[src/rtl/regfile_reader.sv]
// ---------------------------------------------------------------------------
// regfile_reader
//
// This block holds four 8-bit registers. There is one write port and one
// valid/ready read port, which selects a register by a one-hot code.
//
// Read responses come from a single-entry output register, one cycle after
// the request is accepted. The register can take a new request in the same
// cycle as its response is consumed, so reads run at full throughput.
//
// A read select that is not one-hot produces an error response:
//   - rd_data = 8'h00 and rd_err = 1.
//   - err_count goes up by one, and saturates at 4'hF.
//
// Optional build macro: REGFILE_READER_BYPASS_EN
//   - Defined: a read that is accepted in the same cycle as a write to the
//     same index returns the new wdata.
//   - Undefined (default): such a read returns the value stored before the
//     write.
//
// Ports
//   clk           in   1  rising-edge clock
//   rst_n         in   1  asynchronous active-low reset
//   wr            in   2  write register index
//   write_enable  in   1  write strobe
//   wdata         in   8  write data
//   rd_sel        in   4  one-hot read select
//   rd_valid      in   1  read request valid
//   rd_ready      out  1  read request can be accepted
//   rd_data       out  8  registered read data
//   rd_data_valid out  1  rd_data / rd_err valid
//   rd_data_ready in   1  consumer accepts response
//   rd_err        out  1  response came from a non-one-hot select
//   err_count     out  4  saturating count of accepted errored requests
// ---------------------------------------------------------------------------
module regfile_reader (
  input  logic       clk,
  input  logic       rst_n,
  input  logic [1:0] wr,
  input  logic       write_enable,
  input  logic [7:0] wdata,
  input  logic [3:0] rd_sel,
  input  logic       rd_valid,
  output logic       rd_ready,
  output logic [7:0] rd_data,
  output logic       rd_data_valid,
  input  logic       rd_data_ready,
  output logic       rd_err,
  output logic [3:0] err_count
);

  logic [7:0] storage_q [4];

  genvar gi;
  generate
    for (gi = 0; gi < 4; gi++) begin : g_reg
      logic [7:0] value_reg;
      always_ff @(posedge clk or negedge rst_n) begin
        if (!rst_n) begin
          value_reg <= 8'h00;
        end else if (write_enable && (wr == 2'(gi))) begin
          value_reg <= wdata;
        end
      end
      assign storage_q[gi] = value_reg;
    end
  endgenerate

  // One-hot decode. Every code other than the four legal ones is an error.
  logic       sel_ok;
  logic [1:0] sel_idx;
  always_comb begin
    sel_ok  = 1'b1;
    sel_idx = 2'd0;
    case (rd_sel)
      4'b0001: sel_idx = 2'd0;
      4'b0010: sel_idx = 2'd1;
      4'b0100: sel_idx = 2'd2;
      4'b1000: sel_idx = 2'd3;
      default: sel_ok  = 1'b0;
    endcase
  end

  logic [7:0] read_value;
  always_comb begin
    read_value = storage_q[sel_idx];
`ifdef REGFILE_READER_BYPASS_EN
    if (write_enable && (wr == sel_idx)) begin
      read_value = wdata;
    end
`endif
  end

  logic [7:0] rd_data_reg;
  logic       rd_data_valid_reg;
  logic       rd_err_reg;
  logic [3:0] err_count_reg;
  logic       accept;

  // The output register is free when it is empty, or when it is being
  // drained in this same cycle.
  assign rd_ready = !rd_data_valid_reg || rd_data_ready;
  assign accept   = rd_valid && rd_ready;

  always_ff @(posedge clk or negedge rst_n) begin
    if (!rst_n) begin
      rd_data_reg       <= 8'h00;
      rd_data_valid_reg <= 1'b0;
      rd_err_reg        <= 1'b0;
      err_count_reg     <= 4'h0;
    end else begin
      if (accept) begin
        rd_data_valid_reg <= 1'b1;
        rd_data_reg       <= sel_ok ? read_value : 8'h00;
        rd_err_reg        <= !sel_ok;
        if (!sel_ok && (err_count_reg != 4'hF)) begin
          err_count_reg <= err_count_reg + 4'd1;
        end
      end else if (rd_data_valid_reg && rd_data_ready) begin
        rd_data_valid_reg <= 1'b0;
      end
    end
  end

  assign rd_data       = rd_data_reg;
  assign rd_data_valid = rd_data_valid_reg;
  assign rd_err        = rd_err_reg;
  assign err_count     = err_count_reg;

endmodule

[config.mk]
export PLATFORM = sky130hd
export DESIGN_NAME = regfile_reader
export DESIGN_NICKNAME = d
export VERILOG_FILES = /design/src/rtl/regfile_reader.sv
export SDC_FILE = /design/constraint.sdc
export NUM_CORES = 1
export LEC_CHECK = 0
export CORE_MARGIN = 2
export CORE_UTILIZATION = 47
export CTS_CLUSTER_DIAMETER = 200
export CTS_CLUSTER_SIZE = 14
export DETAILED_ROUTE_END_ITERATION = 10
export PLACE_DENSITY = 0.84
export SETUP_SLACK_MARGIN = 0.4
export SYNTH_ARGS = -nofsm -noshare
export SYNTH_HDL_FRONTEND = slang
export SYNTH_SLANG_ARGS = --single-unit
[constraint.sdc]
create_clock -name clk -period 1.4 [get_ports clk]
set_input_delay 0.21 -clock clk [delete_from_list [all_inputs] [get_ports clk]]
set_output_delay 0.21 -clock clk [all_outputs]
set_load 0.1 [all_outputs]
==> results.toml <==
# physical design summary
[clocking]
cts_tree = "done"
cts-root-buf = "clkbuf_8"
cts_max_level = 2
clk_pin_slew_ns = 0.09
numCtsBuffers = 5
cts.sinks = 46

[layout]
register_area_sq_mm = 0.001176
buffers_excl_clock = 66
drive_above_1_share = 0.5982
final_util = 0.7711
area_growth_pct = 58.91
largest_reg_flops = 32
stdcell_count = 276
clock_area_frac = 0.02702
inverters_excl_clock = 0

[sta]
hold_viol_final = 0
tightest_slew_ns = 0.4425
clock_skew_ns = 0.01134
whs_ns = 0.3719
finalSetupViolations = 4
finalWorstSetupSlack_ns = -0.01647

[yosys]
yosysTopAreaCell = "dfrtp_1"
netlist_instances = 156
ys.flop_type = "dfrtp_1"
top_cells_by_area = "dfrtp_1 55%, mux2_2 17%, a32o_1 3.3%"
ys_sh_aoi = 0.1294
ys_warn_count = 0
synth_area_sq_mm = 0.002098
ys_sh_xor = 0.02087
seq_area_frac_synth = 0.5486
ys_ff = 46
synth.distinct_cells = 34
synth.most_common_cell = "dfrtp_1"
ys_area_sq_mm = 0.002098
common_cells = "46 x dfrtp_1, 32 x mux2_2, 9 x nor2_1, 8 x o22ai_1"
synth-edff-count = 0
async_reset_ff_frac = 1.000
ys_sh_mux = 0.1771

[floorplan]
core-area_sq_mm = 0.004324
rows = 24
io_pins = 34
dieArea_sq_mm = 0.005015

[placed_design]
gp_congestion = 0.8281
place_area_sq_mm = 0.002957
pre_cts_slack_ns = -0.6879

[grt]
grt_max_degree = 30
antenna_found_initial = 0
grtUsageTotal = 0.2336
grt-ovfl-total = 0

[flow_run]
warning_count = 29

[route]
wl_per_cell_um = 19.93
dr_total_vias = 1619

[run_status]
violations = "negative setup slack"
outcome = "finished with violations"

[power]
switching_share = 0.3721
switching_power_mw = 1.820
p_per_area_mw_per_mm2 = 1467

[setup_path]
reg2reg_depth = 5
reg2reg_setup_slack_ns = 0
reg2reg_to = "err_count[2]$_DFFE_PN0P_"
## layer usage
layer | vias up | track usage | routed length, um
met3 | 18 | 0.05556 | 315
met2 | 71 | 0.4008 | 2907
met4 | 0 | 0.09434 | 127
met1 | 800 | 0.2842 | 2149
met5 | - | 0 | 0
li1 | 730 | - | -
## how the worst max path moves through the flow
stage / from / to / cells after the start
after global placement: rd_sel[0] / err_count[1]$_DFFE_PN0P_ / 5
after detailed placement: rd_sel[1] / err_count[1]$_DFFE_PN0P_ / 6
final: err_count[0]$_DFFE_PN0P_ / err_count[0] / 3
after CTS: err_count[1]$_DFFE_PN0P_ / err_count[1]$_DFFE_PN0P_ / 4
after floorplan: rd_data_valid$_DFFE_PN0P_ / err_count[1]$_DFFE_PN0P_ / 4
after global routing: err_count[0]$_DFFE_PN0P_ / err_count[2]$_DFFE_PN0P_ / 5
## cells in the final DEF, fill, tap and decap left out, types with 3 or more instances in the layout
cell and instances:
a211o_1 7, a21oi_1 3, a21oi_2 4, a32o_1 7, buf_12 21, buf_4 14, buf_6 14, clkbuf_8 6
clkdlybuf4s50_1 10, dfrtp_1 32, dfrtp_2 11, dfrtp_4 3, mux2_2 12, mux2_4 21, nor2_4 7, o22ai_1 8
xor2_1 5
## critical path, delay by kind of cell (launching register included)
family                 cells  cell delay (ns)
flip-flops                 1             0.49
buffers and inverters      3             0.42
## power groups by stage
| stage | Combinational, mW | Sequential [mW] | Clock, mW |
|---|---|---|---|
| floorplan | 0.533 | 2.47 | 0 |
| global placement | 1.89 | 1.85 | 0 |
| detailed placement | 1.95 | 1.87 | 0 |
| CTS | 2.15 | 1.86 | 0.826 |
| global route | 2.29 | 1.90 | 0.895 |
| finish | 2.19 | 1.87 | 0.829 |
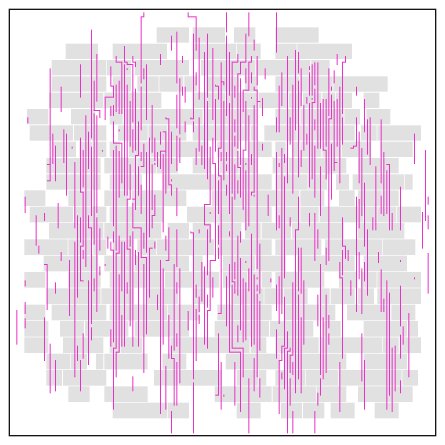
**Above:** M2 wires.
(6 px per um) Cells faint in the background.
The layer holds 53% of the routed length. The longest straight run is 29.8 um.

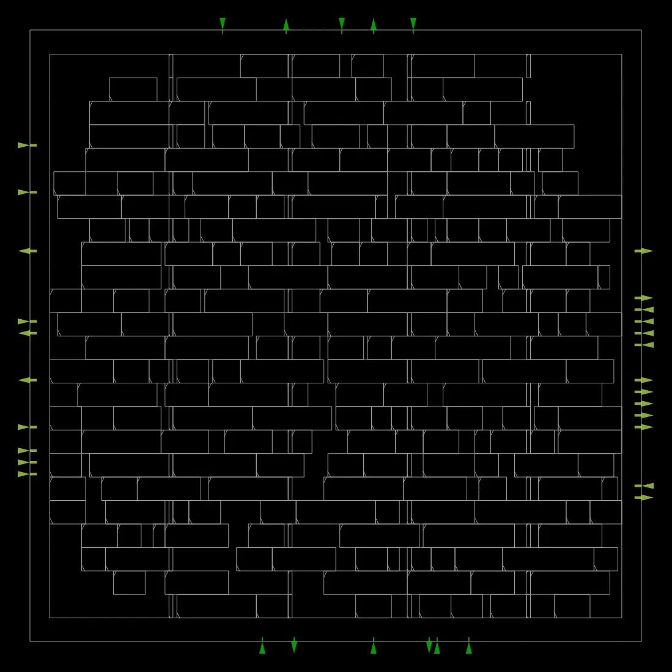
**Above:** placement view.
Well Taps: 52
Filler cells: 234
Seq cells: 46
flop share of the area: 0.3527

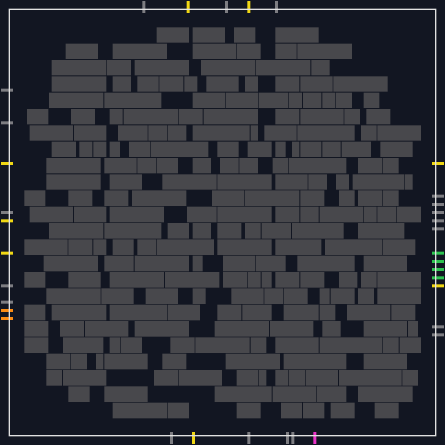
**Above:** pin placement.
(6 px per um) Pins as bars across the die edge, other pins in grey.
Orange is `wr`, pins 2, direction input, edge west. Green is `err_count`, pins 4, direction output, edge east. Magenta is `rd_data_ready`, pins 1, direction input, edge south. Yellow is `rd_data`, pins 8, direction output, edge 3 west, 2 east, 2 north, 1 south.
All pins by edge: 13 east, 10 west, 6 south, 5 north.
I/O Buffers: 33
Vert. Die Dim: 70.82 um
die width: 70.82 um

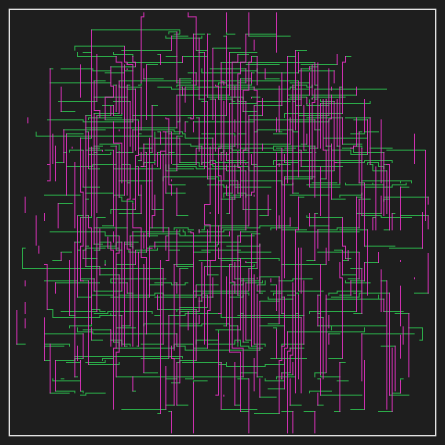
**Above:** routed metal, one colour a layer.
(6 px per um) Only two layers are drawn.
Green is M1, wire length 2,150 um. Magenta is M2, wire length 2,910 um.

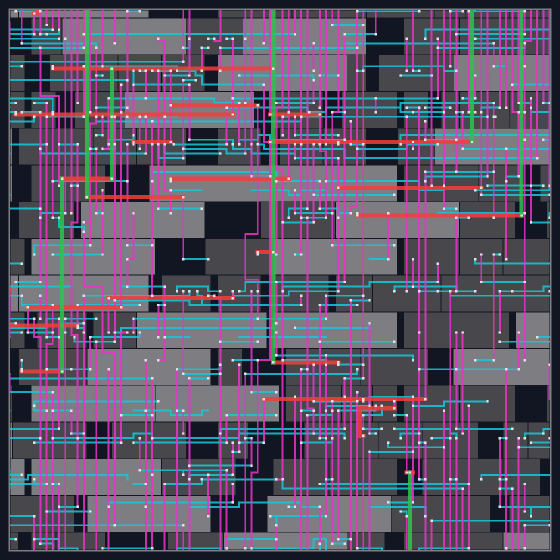
**Above:** layout detail.
Window x 15 to 55, y 15 to 55 um. Cells in grey, sequential cells in the stronger grey; small squares are vias.
Green is M4. Magenta is M2. Red is M3. Cyan is M1.
Sequential cells in the window: 22. 88 logic cells have their middle in the window. Netlist names of flops here include `g_reg.value_reg` (14), `rd_data` (6). Most frequent: dfrtp_1 (14), mux2_4 (10), dfrtp_2 (8).

Power figures rest on the tool's default switching activity, not on a simulated workload.
